**Run 1: zoomed window**

Region (27, 27) to (57, 57) µm. Cells in gray, sequential cells in the stronger gray; small squares are vias.
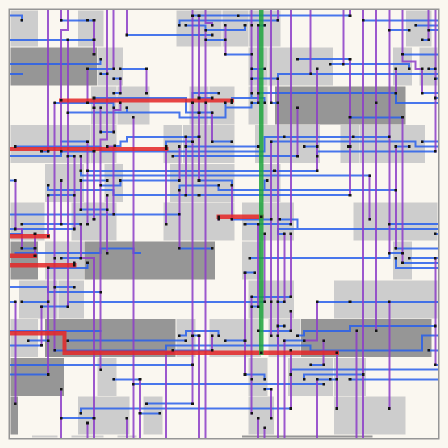
**Run 1: gate-type map**

(4 px per µm)
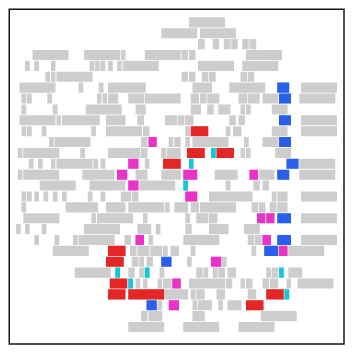
**Run 1: cell outlines without signal wires**

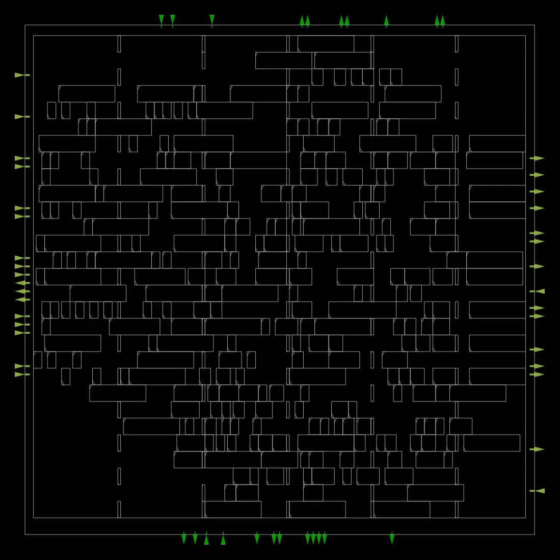
==> config.mk <==
export PLATFORM = sky130hd
export DESIGN_NAME = truth_table_sweeper
export DESIGN_NICKNAME = d
export VERILOG_FILES = /design/src/rtl/truth_table_sweeper_pkg.sv /design/src/rtl/truth_table_sweeper_sweep_counter.sv /design/src/rtl/truth_table_sweeper.sv
export SDC_FILE = /design/constraint.sdc
export NUM_CORES = 1
export LEC_CHECK = 0
export CAP_MARGIN = 20
export CORE_UTILIZATION = 40
export CTS_BUF_LIST = sky130_fd_sc_hd__clkbuf_4 sky130_fd_sc_hd__clkbuf_8
export DETAILED_ROUTE_END_ITERATION = 8
export DONT_BUFFER_PORTS = 1
export GPL_TIMING_DRIVEN = 0
export PLACE_DENSITY = 0.56
export SLEW_MARGIN = 30
export SYNTH_ARGS = -nofsm -noshare
export SYNTH_HDL_FRONTEND = slang
export SYNTH_SLANG_ARGS = --single-unit
==> constraint.sdc <==
create_clock -name clk -period 2.6 [get_ports clk]
set_input_delay 0.78 -clock clk [delete_from_list [all_inputs] [get_ports clk]]
set_output_delay 0.78 -clock clk [all_outputs]
set_load 0.05 [all_outputs]
==> src/rtl/truth_table_sweeper_pkg.sv <==
// Shared definitions for the truth-table sweeper: default input count,
// FSM state encoding and table-width helper.
package truth_table_sweeper_pkg;

    localparam int N_IN_DEF = 4;

    typedef enum logic [1:0] {
        ST_IDLE   = 2'd0,
        ST_DRIVE  = 2'd1,
        ST_SAMPLE = 2'd2,
        ST_FINISH = 2'd3
    } state_e;

    function automatic int tt_width(input int n_in);
        return 1 << n_in;
    endfunction

endpackage

==> src/rtl/truth_table_sweeper_sweep_counter.sv <==
// Vector index counter with terminal flag, plus the settle-time counter
// that holds each vector for SETTLE cycles while the FSM is in DRIVE.
import truth_table_sweeper_pkg::*;

module sweep_counter #(
    parameter int N_IN   = N_IN_DEF,
    parameter int SETTLE = 1
) (
    input  logic            clk,
    input  logic            rst_n,
    input  logic            drive,
    input  logic            clr,
    input  logic            inc,
    output logic [N_IN-1:0] idx,
    output logic            idx_last,
    output logic            settle_done
);

    localparam int SW = (SETTLE > 1) ? $clog2(SETTLE) : 1;

    logic [N_IN-1:0] idx_q, idx_d;
    logic [SW-1:0]   settle_q, settle_d;

    assign idx         = idx_q;
    assign idx_last    = &idx_q;
    assign settle_done = drive && (settle_q == SW'(SETTLE - 1));

    // NOTE: every variable gets a default before any branch so no latch is inferred.
    always_comb begin
        idx_d    = idx_q;
        settle_d = '0;
        if (clr) begin
            idx_d = '0;
        end else if (inc) begin
            idx_d = idx_q + 1'b1;
        end
        // Counts elapsed DRIVE cycles; cleared whenever the vector is not being held.
        if (drive && !settle_done) begin
            settle_d = settle_q + 1'b1;
        end
    end

    // NOTE: state registers use non-blocking assignments only.
    always_ff @(posedge clk or negedge rst_n) begin
        if (!rst_n) begin
            idx_q    <= '0;
            settle_q <= '0;
        end else begin
            idx_q    <= idx_d;
            settle_q <= settle_d;
        end
    end

endmodule

==> src/rtl/truth_table_sweeper.sv <==
// Drives a combinational block through every input vector, captures its
// output into a truth table and compares it against a latched golden table.
import truth_table_sweeper_pkg::*;

module truth_table_sweeper #(
    parameter int N_IN   = N_IN_DEF,
    parameter int SETTLE = 1
) (
    input  logic                      clk,
    input  logic                      rst_n,
    input  logic                      start,
    input  logic                      abort,
    input  logic [tt_width(N_IN)-1:0] expected,
    input  logic                      y_i,
    output logic [N_IN-1:0]           abcd_o,
    output logic                      busy,
    output logic                      done,
    output logic                      pass,
    output logic [tt_width(N_IN)-1:0] table_o,
    output logic [N_IN:0]             mismatch_cnt,
    output logic [N_IN-1:0]           first_fail,
    output logic                      fail_valid
);

    localparam int            TT_W    = tt_width(N_IN);
    localparam logic [N_IN:0] CNT_ONE = 1;

    state_e          state_q, state_d;
    logic [TT_W-1:0] exp_q, exp_d;
    logic [TT_W-1:0] table_q, table_d;
    logic [N_IN:0]   mcnt_q, mcnt_d;
    logic [N_IN-1:0] ff_q, ff_d;
    logic            fv_q, fv_d;
    logic            pass_q, pass_d;

    logic            idx_clr, idx_inc;
    logic [N_IN-1:0] idx;
    logic            idx_last, settle_done;

    sweep_counter #(
        .N_IN   (N_IN),
        .SETTLE (SETTLE)
    ) u_counter (
        .clk         (clk),
        .rst_n       (rst_n),
        .drive       (state_q == ST_DRIVE),
        .clr         (idx_clr),
        .inc         (idx_inc),
        .idx         (idx),
        .idx_last    (idx_last),
        .settle_done (settle_done)
    );

    always_comb begin
        state_d = state_q;
        exp_d   = exp_q;
        table_d = table_q;
        mcnt_d  = mcnt_q;
        ff_d    = ff_q;
        fv_d    = fv_q;
        pass_d  = pass_q;
        idx_clr = 1'b0;
        idx_inc = 1'b0;
        busy    = 1'b0;
        done    = 1'b0;
        abcd_o  = '0;

        case (state_q)
            ST_IDLE: begin
                // abort has priority over a simultaneous start.
                if (start && !abort) begin
                    exp_d   = expected;
                    table_d = '0;
                    mcnt_d  = '0;
                    ff_d    = '0;
                    fv_d    = 1'b0;
                    pass_d  = 1'b0;
                    idx_clr = 1'b1;
                    state_d = ST_DRIVE;
                end
            end
            ST_DRIVE: begin
                busy   = 1'b1;
                abcd_o = idx;
                if (abort) begin
                    pass_d  = 1'b0;
                    fv_d    = 1'b0;
                    state_d = ST_IDLE;
                end else if (settle_done) begin
                    state_d = ST_SAMPLE;
                end
            end
            ST_SAMPLE: begin
                busy   = 1'b1;
                abcd_o = idx;
                if (abort) begin
                    pass_d  = 1'b0;
                    fv_d    = 1'b0;
                    state_d = ST_IDLE;
                end else begin
                    table_d[idx] = y_i;
                    if (y_i != exp_q[idx]) begin
                        mcnt_d = mcnt_q + CNT_ONE;
                        if (!fv_q) begin
                            ff_d = idx;
                            fv_d = 1'b1;
                        end
                    end
                    if (idx_last) begin
                        state_d = ST_FINISH;
                    end else begin
                        idx_inc = 1'b1;
                        state_d = ST_DRIVE;
                    end
                end
            end
            ST_FINISH: begin
                done    = 1'b1;
                pass_d  = (mcnt_q == '0);
                state_d = ST_IDLE;
            end
            default: state_d = ST_IDLE;
        endcase
    end

    // NOTE: the golden-table copy is a plain register bank, so it is reset like the rest.
    always_ff @(posedge clk or negedge rst_n) begin
        if (!rst_n) begin
            state_q <= ST_IDLE;
            exp_q   <= '0;
            table_q <= '0;
            mcnt_q  <= '0;
            ff_q    <= '0;
            fv_q    <= 1'b0;
            pass_q  <= 1'b0;
        end else begin
            state_q <= state_d;
            exp_q   <= exp_d;
            table_q <= table_d;
            mcnt_q  <= mcnt_d;
            ff_q    <= ff_d;
            fv_q    <= fv_d;
            pass_q  <= pass_d;
        end
    end

    assign table_o      = table_q;
    assign mismatch_cnt = mcnt_q;
    assign first_fail   = ff_q;
    assign fail_valid   = fv_q;
    assign pass         = pass_q;

endmodule

==> summary.log, run 1 <==
qor: cells_and_area.filler_cell_count 620
qor: synthesis.synth_area 0.00265 mm²
qor: place.hpwl 4.33 mm
qor: detailed_routing.vias_per_cell 5.42
qor: final_timing.grt_setup_unrepaired false
qor: worst_setup_path.largest_driver_fanout_on_the_critical_path 9
qor: final_timing.holdWs 0.151 ns
qor: worst_setup_path.worstSetupPathDepth 6
qor: synthesis.synth_cell_type_count 39
qor: grt.grt_start_max_net_pins 51
qor: detailed_routing.drc 0
qor: worst_setup_path.timing.critical_path.to_type flip-flop
qor: power.p_int 1.54 mW
qor: power.switching_share 37.8%
qor: detailed_routing.drt-initial-drc-count 110
qor: grt.global_route.usage.met1 23.8%
qor: final_timing.worst_pin_slew 0.639 ns
qor: grt.global_route.peak_usage_layer met2
qor: cells_and_area.n_diodes 0
qor: synthesis.post-synth-top-area-fraction 47.3%
qor: cts.clk_transition_reported_paths 0.10 ns
qor: status.status finished clean
qor: worst_setup_path.worst_ep_arrival_time 2.73 ns
qor: power.pg_seq 1.12 mW
qor: synthesis.synth.most_common_cell sky130_fd_sc_hd__nand2_1
qor: worst_setup_path.critPathSlowestCell sky130_fd_sc_hd__mux4_1
qor: cts.ctsHtreeMaxLevel 2
qor: cells_and_area.final-comb-area 0.00133 mm²
qor: place.dpl_cell_area 0.00274 mm²
qor: synthesis.yosys.area_share.simple 23.0%
qor: worst_setup_path.worst_path_largest_cell_delay 0.55 ns
qor: cts.tritoncts_num_sinks 50
qor: synthesis.synthesized_area_per_cell 9.66 µm²
qor: detailed_routing.routed-via-count 1955
qor: floorplanning.initial_core_util 41.7%
qor: final_timing.fin_ws 0.0638 ns
qor: final_timing.fmaxAchievable 394 MHz
qor: cts.tritoncts yes
qor: worst_setup_path.endpoint first_fail[0]$_DFFE_PN0P_
qor: cells_and_area.layout.cells.most_common_list sky130_fd_sc_hd__nand2_1 (70), sky130_fd_sc_hd__dfrtp_1 (50), sky130_fd_sc_hd__nand3_1 (18)
qor: grt.gr-usage-met3 6.06%
qor: power.cellPowerDensity 853 mW/mm²
qor: cts.number_of_buffers_between_clock_root_and_the_deepest_sink 2
qor: cells_and_area.inv_count 8
qor: synthesis.synthMuxAreaShare 9.74%
qor: cells_and_area.nonClockBufferCount 16
qor: synthesis.ff_type sky130_fd_sc_hd__dfrtp_1
qor: cells_and_area.nonClkBufAreaFrac 2.97%
qor: floorplanning.die_w 83.3 µm
qor: worst_setup_path.critical_path.reg2reg.endpoint first_fail[0]$_DFFE_PN0P_
qor: synthesis.post_synth_main_logic_family simple AND/OR/NAND/NOR gates
qor: power.power.static_leakage 1.33 nW
qor: power.pg_clk 0.561 mW
qor: floorplanning.num_io_pins 54
qor: power.sequentialPowerShare 45.1%
qor: grt.antenna_found_initial 0
qor: detailed_routing.met2WireLength 2.76 mm
qor: cells_and_area.multiInputCombCellCount 202
qor: synthesis.synthCells 274
qor: final_timing.slew_violations 0
qor: detailed_routing.met3WireLength 403 µm
## Picture notes: 'zoomed window'
legend:
  blue:
    layer: M1
  red:
    layer: M3
  green:
    layer: M4
  purple:
    layer: M2
netlist names of flops here include: `u_counter.idx` (3)
cells with their middle in the window: 54
sequential cells in the window: 5
most frequent: dfrtp_1 (5)

## Picture notes: 'gate-type map'
legend:
  blue:
    family: non-inverting ao/oa cells
    cells: 11
    most_used: a22o_1
  cyan:
    family: inv cells
    cells: 8
    most_used: inv_1
  red:
    family: fa/ha/maj cells
    cells: 11
    most_used: ha_1
  magenta:
    family: and/or cells
    cells: 15
Finished Layout Cells: 361
multi-input logic portion of the cell area: 45.7%
most common cell after layout, fill and taps aside: sky130_fd_sc_hd__nand2_1

## Picture notes: 'cell outlines without signal wires'
Std-Cell Core Area: 0.00635 mm²
utilization of the core after routing: 45.7%
number of tap cells inserted: 77
register share of the cell area: 43.1%

==> inputs of run 2 (changes only) <==
--- a/config.mk
+++ b/config.mk
@@ -12,6 +12,7 @@
 export DONT_BUFFER_PORTS = 1
 export GPL_TIMING_DRIVEN = 0
 export PLACE_DENSITY = 0.56
+export SETUP_SLACK_MARGIN = 0.5
 export SLEW_MARGIN = 30
 export SYNTH_ARGS = -nofsm -noshare
 export SYNTH_HDL_FRONTEND = slang
==> constraint.sdc (replaced) <==
create_clock -name clk -period 2.6 [get_ports clk]
set_input_delay 0.65 -clock clk [delete_from_list [all_inputs] [get_ports clk]]
set_output_delay 0.65 -clock clk [all_outputs]
set_load 0.05 [all_outputs]
==> run 2 against run 1 <==
Effect of this change:
- design area is 4.0% higher
- first-iteration DRC count is 12% lower
- flip-flop count stayed put
- largest cell class unchanged
==> summary.log, run 2 <==
qor: status.status finished clean
qor: grt.global_route.usage.met1 25.1% [+1.3 points]
qor: final_timing.fin_ws 0.224 ns [+0.160 ns]
qor: worst_setup_path.critical_path.reg2reg.endpoint first_fail[0]$_DFFE_PN0P_
qor: synthesis.post_synth_main_logic_family simple AND/OR/NAND/NOR gates
qor: synthesis.ff_type sky130_fd_sc_hd__dfrtp_1
qor: power.cellPowerDensity 848 mW/mm² [-0.56%]
qor: cts.number_of_buffers_between_clock_root_and_the_deepest_sink 2 [unchanged]
qor: power.pg_clk 0.474 mW [-16%]
qor: detailed_routing.drc 0 [unchanged]
qor: grt.antenna_found_initial 0 [unchanged]
qor: final_timing.fmaxAchievable 421 MHz [+6.8%]
qor: worst_setup_path.worst_ep_arrival_time 2.56 ns [-0.17 ns]
qor: detailed_routing.met2WireLength 3.01 mm [+9.2%]
qor: final_timing.worst_pin_slew 0.633 ns [-0.00568 ns]
qor: synthesis.synth.most_common_cell sky130_fd_sc_hd__nand2_1
qor: grt.global_route.peak_usage_layer met2
qor: cells_and_area.multiInputCombCellCount 203 [+0.50%]
qor: detailed_routing.vias_per_cell 5.47 [+1.0%]
qor: floorplanning.die_w 83.3 µm [unchanged]
qor: worst_setup_path.critPathSlowestCell sky130_fd_sc_hd__mux4_2
qor: cells_and_area.layout.cells.most_common_list sky130_fd_sc_hd__nand2_1 (69), sky130_fd_sc_hd__dfrtp_1 (50), sky130_fd_sc_hd__nand3_1 (18)
qor: floorplanning.num_io_pins 54 [unchanged]
qor: synthesis.synthesized_area_per_cell 9.66 µm² [unchanged]
qor: cells_and_area.nonClockBufferCount 24 [+8]
qor: final_timing.slew_violations 0 [unchanged]
qor: cts.ctsHtreeMaxLevel 2 [unchanged]
qor: floorplanning.number_of_tap_cells_inserted 77 [unchanged]
qor: worst_setup_path.worst_path_largest_cell_delay 0.55 ns [about the same]
qor: power.switching_share 38.7% [+0.92 points]
qor: floorplanning.initial_core_util 41.7% [unchanged]
qor: synthesis.post-synth-top-area-fraction 47.3% [unchanged]
qor: synthesis.synth_cell_type_count 39 [unchanged]
qor: synthesis.synthMuxAreaShare 9.74% [unchanged]
qor: cts.tritoncts_num_sinks 50 [unchanged]
qor: place.hpwl 4.32 mm [-0.11%]
qor: detailed_routing.met3WireLength 299 µm [-26%]
qor: synthesis.synth_area 0.00265 mm² [unchanged]
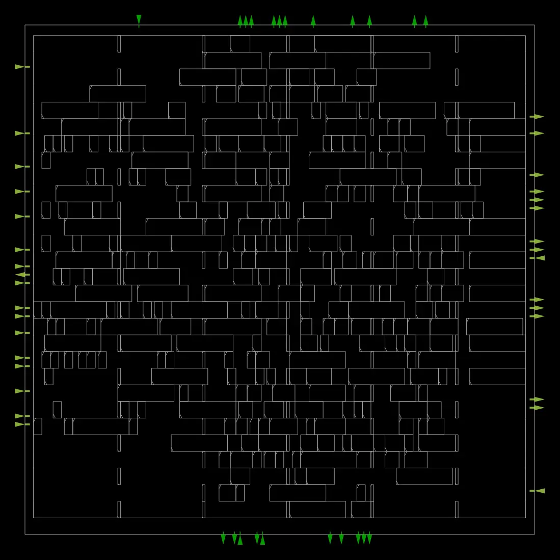
**Above:** run 2 (cell outlines without signal wires).
Finished Layout Cells: 370
sequential cells: 50
utilization of the core after routing: 47.6%
register share of the cell area: 41.4%
num rows: 29

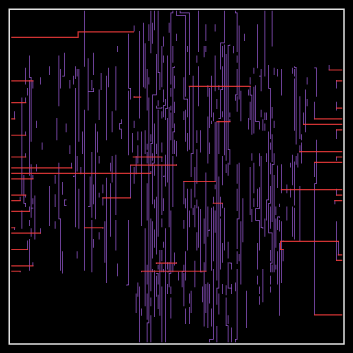
**Above:** run 2 (wiring by layer).
(4 px per µm) Two of the layers only.
legend:
  purple:
    layer: M2
    wire_length: 3010 µm
  red:
    layer: M3
    wire_length: 300 µm
post-detailed-routing wire length: 6.25 mm
combined global-route utilization of all metal layers: 19.0%
Via Count: 2024
wire length per cell after detailed routing: 16.9 µm

Power figures rest on the tool's default switching activity, not on a simulated workload.
